File: src/rtl/elim_pkg.sv
// Shared types and helpers for the flood-fill eliminator.
// Latency: n/a (declarations only).
// Backpressure: n/a.
package elim_pkg;

    // Controller states. COLLAPSE exists only when column collapsing is built in.
    typedef enum logic [2:0] {
        IDLE,
        SEED,
        GROW,
        CHECK,
        CLEAR,
        FALL,
        DONE
`ifdef COL_COLLAPSE_EN
        , COLLAPSE
`endif
    } state_t;

    // Colour code of an empty cell.
    localparam int EMPTY = 0;

    // Bit offset of cell (r,c) in a flattened row-major board.
    function automatic int idx(input int r, input int c, input int cols, input int cw);
        return (r * cols + c) * cw;
    endfunction

    // Width needed to hold a count in the range 0..n.
    function automatic int cnt_w(input int n);
        return $clog2(n + 1);
    endfunction

endpackage

File: src/rtl/elim_fall_step.sv
// One gravity step for a single column: the lowest hole with a filled cell above it is closed.
// Latency: combinational, zero cycles.
// Backpressure: none; the caller decides when to register the result.
module elim_fall_step
    import elim_pkg::*;
#(
    parameter int ROWS = 8,
    parameter int CW   = 3
) (
    input  logic [ROWS*CW-1:0] i_col,
    output logic [ROWS*CW-1:0] o_col,
    output logic               o_gap
);

    int   w_gap_row;
    logic w_seen;

    // Locate the deepest empty row below some filled cell, then shift everything above it down one.
    always_comb begin
        w_seen    = 1'b0;
        w_gap_row = 0;
        o_gap     = 1'b0;
        for (int r = 0; r < ROWS; r++) begin
            if (i_col[r*CW +: CW] == CW'(EMPTY)) begin
                if (w_seen) begin
                    o_gap     = 1'b1;
                    w_gap_row = r;
                end
            end else begin
                w_seen = 1'b1;
            end
        end
        o_col = i_col;
        if (o_gap) begin
            // Row 0 can never be the hole (nothing above it), so it always empties on a step.
            o_col[CW-1:0] = CW'(EMPTY);
            for (int r = 1; r < ROWS; r++) begin
                if (r <= w_gap_row) begin
                    o_col[r*CW +: CW] = i_col[(r-1)*CW +: CW];
                end
            end
        end
    end

endmodule

File: src/rtl/flood_eliminate.sv
// Flood-fills the cursor's same-colour group, clears it if large enough, applies gravity, scores it.
// Latency: no-op 3 cycles start->done; otherwise 3 + grow cycles + fall cycles + 2.
// Backpressure: none; start is ignored while busy. COL_COLLAPSE_EN adds left-shift of emptied columns.
module flood_eliminate
    import elim_pkg::*;
#(
    parameter int ROWS      = 8,
    parameter int COLS      = 8,
    parameter int CW        = 3,
    parameter int MIN_GROUP = 2,
    parameter int SCORE_W   = 7
) (
    input  logic                              clk,
    input  logic                              rst,
    input  logic                              start,
    input  logic [$clog2(ROWS)-1:0]           cur_x,
    input  logic [$clog2(COLS)-1:0]           cur_y,
    input  logic [ROWS*COLS*CW-1:0]           board_in,
    input  logic                              new_game,
    output logic                              busy,
    output logic                              done,
    output logic                              eliminated,
    output logic [cnt_w(ROWS*COLS)-1:0]       removed_cnt,
    output logic [ROWS*COLS*CW-1:0]           board_out,
    output logic [SCORE_W-1:0]                score
);

    localparam int N    = ROWS * COLS;
    localparam int BW   = N * CW;
    localparam int CNTW = cnt_w(N);
    localparam int XW   = $clog2(ROWS);
    localparam int YW   = $clog2(COLS);
    localparam int SUMW = ((SCORE_W > CNTW) ? SCORE_W : CNTW) + 1;
    localparam logic [SCORE_W-1:0] SMAX = '1;

    state_t              r_state, w_state_nxt;
    logic [BW-1:0]       r_board, r_board_out;
    logic [XW-1:0]       r_cur_x;
    logic [YW-1:0]       r_cur_y;
    logic [CW-1:0]       r_seed;
    logic [N-1:0]        r_mask;
    logic [CNTW-1:0]     r_iter, r_removed;
    logic [SCORE_W-1:0]  r_score;
    logic                r_cleared, r_done, r_elim;

    logic                w_in_range;
    logic [CW-1:0]       w_cur_col;
    logic [N-1:0]        w_onehot, w_same, w_mask_nxt;
    logic [ROWS+1:0][COLS+1:0] w_pad;
    logic [CNTW-1:0]     w_cnt;
    logic [SUMW-1:0]     w_sum;
    logic [SCORE_W-1:0]  w_score_sat;
    logic [ROWS*CW-1:0]  w_col_in  [COLS];
    logic [ROWS*CW-1:0]  w_col_out [COLS];
    logic [COLS-1:0]     w_col_gap;
    logic [BW-1:0]       w_fall_board;

    assign busy        = (r_state != IDLE);
    assign done        = r_done;
    assign eliminated  = r_elim;
    assign removed_cnt = r_removed;
    assign board_out   = r_board_out;
    assign score       = r_score;

    // Decode the latched cursor: range check, one-hot seed mask and the colour under it.
    always_comb begin
        w_in_range = (int'(r_cur_x) < ROWS) && (int'(r_cur_y) < COLS);
        w_onehot   = '0;
        w_cur_col  = CW'(EMPTY);
        for (int r = 0; r < ROWS; r++) begin
            for (int c = 0; c < COLS; c++) begin
                if (int'(r_cur_x) == r && int'(r_cur_y) == c) begin
                    w_onehot[r*COLS+c] = 1'b1;
                    w_cur_col          = r_board[idx(r, c, COLS, CW) +: CW];
                end
            end
        end
    end

    // One flood iteration; a zero border around the mask keeps neighbours from wrapping.
    always_comb begin
        w_pad      = '0;
        w_same     = '0;
        w_mask_nxt = '0;
        for (int r = 0; r < ROWS; r++) begin
            for (int c = 0; c < COLS; c++) begin
                w_pad[r+1][c+1] = r_mask[r*COLS+c];
            end
        end
        for (int r = 0; r < ROWS; r++) begin
            for (int c = 0; c < COLS; c++) begin
                w_same[r*COLS+c]     = (r_board[idx(r, c, COLS, CW) +: CW] == r_seed);
                w_mask_nxt[r*COLS+c] = r_mask[r*COLS+c] |
                                       (w_same[r*COLS+c] &
                                        (w_pad[r][c+1] | w_pad[r+2][c+1] |
                                         w_pad[r+1][c] | w_pad[r+1][c+2]));
            end
        end
    end

    // Group size and the saturated score it would produce.
    always_comb begin
        w_cnt = '0;
        for (int i = 0; i < N; i++) begin
            w_cnt = w_cnt + CNTW'(r_mask[i]);
        end
        w_sum       = SUMW'(r_score) + SUMW'(w_cnt);
        w_score_sat = (w_sum > SUMW'(SMAX)) ? SMAX : w_sum[SCORE_W-1:0];
    end

    // Split the working board into columns for the per-column gravity units.
    always_comb begin
        for (int c = 0; c < COLS; c++) begin
            w_col_in[c] = '0;
            for (int r = 0; r < ROWS; r++) begin
                w_col_in[c][r*CW +: CW] = r_board[idx(r, c, COLS, CW) +: CW];
            end
        end
    end

    for (genvar gc = 0; gc < COLS; gc++) begin : g_fall
        elim_fall_step #(
            .ROWS (ROWS),
            .CW   (CW)
        ) u_fall (
            .i_col (w_col_in[gc]),
            .o_col (w_col_out[gc]),
            .o_gap (w_col_gap[gc])
        );
    end

    // Reassemble the stepped columns into a flat board.
    always_comb begin
        w_fall_board = '0;
        for (int r = 0; r < ROWS; r++) begin
            for (int c = 0; c < COLS; c++) begin
                w_fall_board[idx(r, c, COLS, CW) +: CW] = w_col_out[c][r*CW +: CW];
            end
        end
    end

`ifdef COL_COLLAPSE_EN
    int            w_coll_k;
    logic          w_right_nz;
    logic          w_coll_any;
    logic [BW-1:0] w_coll_board;

    // Remove the leftmost empty column that still has a filled column to its right.
    always_comb begin
        w_right_nz = 1'b0;
        w_coll_any = 1'b0;
        w_coll_k   = COLS;
        for (int c = COLS - 1; c >= 0; c--) begin
            if (w_col_in[c] == '0) begin
                if (w_right_nz) begin
                    w_coll_any = 1'b1;
                    w_coll_k   = c;
                end
            end else begin
                w_right_nz = 1'b1;
            end
        end
        w_coll_board = r_board;
        for (int r = 0; r < ROWS; r++) begin
            for (int c = 0; c < COLS - 1; c++) begin
                if (c >= w_coll_k) begin
                    w_coll_board[idx(r, c, COLS, CW) +: CW] = r_board[idx(r, c + 1, COLS, CW) +: CW];
                end
            end
            if (w_coll_any) begin
                w_coll_board[idx(r, COLS - 1, COLS, CW) +: CW] = CW'(EMPTY);
            end
        end
    end
`endif

    // State register.
    always_ff @(posedge clk) begin
        if (rst) begin
            r_state <= IDLE;
        end else begin
            r_state <= w_state_nxt;
        end
    end

    // Next-state decisions.
    always_comb begin
        w_state_nxt = r_state;
        case (r_state)
            IDLE:  if (start) w_state_nxt = SEED;
            SEED:  w_state_nxt = (!w_in_range || w_cur_col == CW'(EMPTY)) ? DONE : GROW;
            GROW:  if (w_mask_nxt == r_mask || r_iter == CNTW'(N - 1)) w_state_nxt = CHECK;
            CHECK: w_state_nxt = (int'(w_cnt) < MIN_GROUP) ? DONE : CLEAR;
            CLEAR: w_state_nxt = FALL;
`ifdef COL_COLLAPSE_EN
            FALL:     if (w_col_gap == '0) w_state_nxt = COLLAPSE;
            COLLAPSE: if (!w_coll_any) w_state_nxt = DONE;
`else
            FALL:  if (w_col_gap == '0) w_state_nxt = DONE;
`endif
            DONE:  w_state_nxt = IDLE;
            default: w_state_nxt = IDLE;
        endcase
    end

    // Datapath: latch request, grow mask, clear and score, step gravity, publish result.
    always_ff @(posedge clk) begin
        if (rst) begin
            r_board     <= '0;
            r_board_out <= '0;
            r_cur_x     <= '0;
            r_cur_y     <= '0;
            r_seed      <= '0;
            r_mask      <= '0;
            r_iter      <= '0;
            r_removed   <= '0;
            r_score     <= '0;
            r_cleared   <= 1'b0;
            r_done      <= 1'b0;
            r_elim      <= 1'b0;
        end else begin
            r_done <= 1'b0;
            case (r_state)
                IDLE: begin
                    if (new_game) begin
                        r_score   <= '0;
                        r_removed <= '0;
                    end
                    if (start) begin
                        r_board   <= board_in;
                        r_cur_x   <= cur_x;
                        r_cur_y   <= cur_y;
                        r_cleared <= 1'b0;
                    end
                end
                SEED: begin
                    r_mask <= w_onehot;
                    r_seed <= w_cur_col;
                    r_iter <= '0;
                end
                GROW: begin
                    r_mask <= w_mask_nxt;
                    r_iter <= r_iter + 1'b1;
                end
                CLEAR: begin
                    for (int i = 0; i < N; i++) begin
                        if (r_mask[i]) r_board[i*CW +: CW] <= CW'(EMPTY);
                    end
                    r_removed <= w_cnt;
                    r_score   <= w_score_sat;
                    r_cleared <= 1'b1;
                end
                FALL: r_board <= w_fall_board;
`ifdef COL_COLLAPSE_EN
                COLLAPSE: r_board <= w_coll_board;
`endif
                DONE: begin
                    r_board_out <= r_board;
                    r_done      <= 1'b1;
                    r_elim      <= r_cleared;
                end
                default: ;
            endcase
        end
    end

endmodule

File: config.mk
export PLATFORM = sky130hd
export DESIGN_NAME = flood_eliminate
export DESIGN_NICKNAME = d
export VERILOG_FILES = /design/src/rtl/elim_pkg.sv /design/src/rtl/elim_fall_step.sv /design/src/rtl/flood_eliminate.sv
export SDC_FILE = /design/constraint.sdc
export NUM_CORES = 2
export LEC_CHECK = 0
export CORE_MARGIN = 4
export CORE_UTILIZATION = 55
export CTS_CLUSTER_DIAMETER = 40
export DETAILED_ROUTE_END_ITERATION = 12
export DONT_BUFFER_PORTS = 1
export PLACE_DENSITY = 0.77
export SYNTH_ARGS = -nofsm -noshare
export SYNTH_HDL_FRONTEND = slang
export SYNTH_HIERARCHICAL = 1
export SYNTH_SLANG_ARGS = --single-unit
File: constraint.sdc
create_clock -name clk -period 9.7 [get_ports clk]
set_clock_uncertainty 0.2 [all_clocks]
set_input_delay 1.94 -clock clk [delete_from_list [all_inputs] [get_ports clk]]
set_output_delay 1.94 -clock clk [all_outputs]
set_load 0.01 [all_outputs]
util_map.png
Bar = 50 µm. The die is cut into 24 by 24 equal tiles; dark blue is low, red is high, 0 to 100% covered.
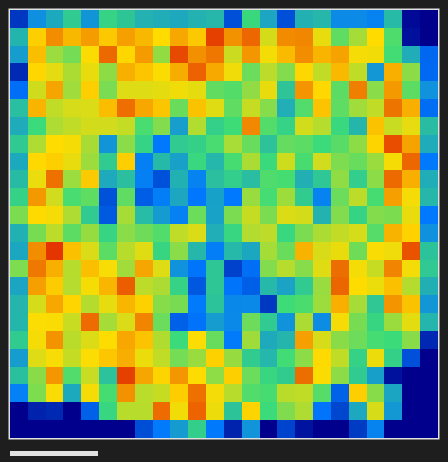
nearly empty tiles = 4.2%
tiles over 75% full = 21%
mean over tiles = 55%
fullest tile = 94%

sizing.png
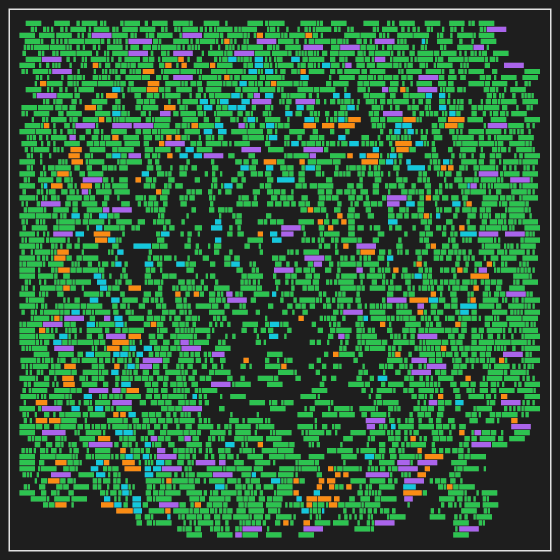
cyan -> x2  # cells 153, most used mux2_2
orange -> x3 and x4  # cells 151, most used buf_4
purple -> x6 and larger  # cells 118, most used clkbuf_16
green -> x1 and smaller  # cells 3,320, most used nand2_1

==> Table 3: Implementation characteristics <==
Characteristics after synthesis and place and route

Parameter                              Value

Status
  Outcome    finished with violations
  Violated checks    capacitance limit, slew limit

Global routing
  Via count of the first global-routing pass    28,800
  Sum of overflow across all layers after global routing    0
  Antenna violations before repair    9
  Maximum number of pins on one net before global-route repair    485
  Total GRT Usage    47.2%

Logic synthesis
  Sequential share of the synthesized area    31.6%
  Parity-gate share of the synthesized area counting xor and xnor cells    5.72%
  Most frequently used cell type in the post-synthesis netlist    sky130_fd_sc_hd__nand2_1
  Top flip-flop cell by instance count after synthesis    sky130_fd_sc_hd__dfxtp_1
  Cells in synth_stat.txt    3,789
  Gate count of the mapped netlist    3,789
  Largest cells by area    sky130_fd_sc_hd__dfxtp_1 32%, sky130_fd_sc_hd__a21oi_1 6.2%, sky130_fd_sc_hd__nand2_1 6.0%
  Top logic family    AND-OR/OR-AND gates
  Area share of the leading cell type in the synthesized netlist    31.6%
  Cell taking the most area after synthesis    sky130_fd_sc_hd__dfxtp_1
  MUX area fraction    6.63%
  Post-Synthesis Cell Area    0.0306 mm²
  Number of storage elements in the synthesis netlist    484

Detailed routing
  Initial DRC Count    5,572
  Via count    32,100
  Pre-antenna DRT Iters    8
  Routed wirelength normalized by instance count    32.9 µm
  Total Wirelength    148 mm
  Via density per instance    7.15

Final timing
  Fmax    0.126 GHz
  Final tally of hold violations    0
  Setup repair after global routing missed its margin    no
  Accumulated negative setup slack    0 ns
  Worst-Margin Slew    3.28 ns
  Pins over their slew limit    380
  # setup viols final    0
  Ratio of final minimum period to clock period    81.9%
  Worst slew slack as a fraction of its limit    -119%
  Time the final worst path needs with I/O delays and setup    7.94 ns
  Worst hold slack across all endpoints    0.258 ns
  Setup slack of the critical path after layout    1.76 ns

Setup path
  Arrival time reported for the critical path endpoint    8.10 ns
  Critical setup path kind    reg2reg
  CP max FO    7
  Slowest cell on the critical path    sky130_fd_sc_hd__dfxtp_1
  Crit path top cell by count    sky130_fd_sc_hd__fa_1
  Type of element launching the critical path    register
  Buf+Inv Stages, Crit Path    6
  Critical path endpoint category    register
  Stage delay of the slowest cell on the critical path    0.53 ns
  Required time of the critical path    9.86 ns

Clock network
  Setup bufs post-CTS    0
  Number of sinks on the clock net    484
  Source-to-sink clock delay at the later pin of the worst-skew pair    0.64 ns
  Hold-fix buffer count after cts    0
  Post-CTS Resized    0
  Buffers from clock root to sink, at most    3
  H-tree depth    3
  Total clock buffers created by CTS    77

Flow run
  Number of OpenROAD warnings    32
  Max_cap viols    1

Floorplanning
  Die Outline Area    0.0595 mm²
  Chip width    244 µm
  Number of placement rows    86
  Core region area    0.0551 mm²
  Tapcells    748

Finish
  Commonest Layout Cell    sky130_fd_sc_hd__nand2_1
  Comb area    0.0195 mm²
  Share of the final layout cell area in sequential cells    28.7%
  Synth-to-layout area growth    10.3%
  Number of non-clock buffers    74
  Combinational Gates    2,924
  Clock buffers    84
  Final-layout non-clock buffer area share    1.64%
  Antenna Diode Count    5
  Most used cells in the layout excluding fill and tap cells    486 x sky130_fd_sc_hd__nand2_1, 478 x sky130_fd_sc_hd__dfxtp_1, 379 x sky130_fd_sc_hd__a21oi_1
  Combinational share of cell area    57.7%
  Post-route design area    0.0338 mm²
  Fill cell count    5,004
  Fraction of the core area covered by cells at the end of the flow    61.3%
  Final Instance Count excl. Fillers    4,495

Place
  Port Buffer Count    0
  Number of cells after detailed placement    4,346
  Routability Congestion    1.09
  Worst setup slack before clock tree synthesis    1.93 ns
class_map.png
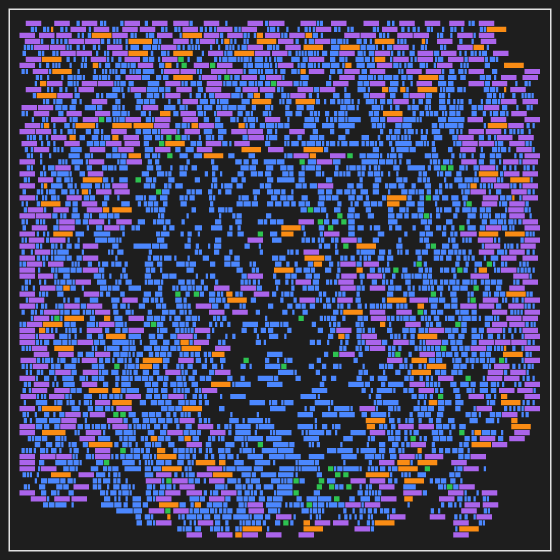
blue -> remaining logic cells  # cells 3,040, share of their area 61%
green -> remaining buffers and delay cells  # cells 74, share of their area 1.7%
purple -> registers  # cells 484, share of their area 30%
orange -> clock drivers and dummy loads  # cells 144, share of their area 8.1%

route_heat.png
Bar = 50 µm. The die is cut into 24 by 24 equal tiles; dark blue is low, red is high, scaled to the fullest tile. Values are wire area over tile area, all layers added.
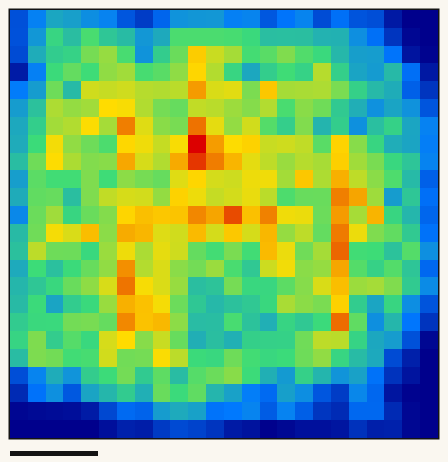
mean over tiles = 0.46
emptiest ninth of the die = lower right
tiles over half the peak = 51%
densest ninth of the die = center

-- routing by layer --
layer	up-vias	track usage (%)	wire, µm
li1	13600	-	-
met1	15200	59.5	52500
met2	2651	64.4	58300
met3	663	20.4	23700
met4	4	32.6	13200
met5	-	0	30
-- final timing paths --
path,cells past startpoint,from,end,slack [ns]
worst max-delay path,25,r_mask[61]$_SDFFE_PP0P_,score[1]$_SDFFE_PP0P_,1.76
worst min-delay path,2,r_cleared$_SDFFE_PP0P_,eliminated$_SDFFE_PP0P_,0.26
worst max register to register,25,r_mask[61]$_SDFFE_PP0P_,score[1]$_SDFFE_PP0P_,1.76
worst min register to register,2,r_cleared$_SDFFE_PP0P_,eliminated$_SDFFE_PP0P_,0.26
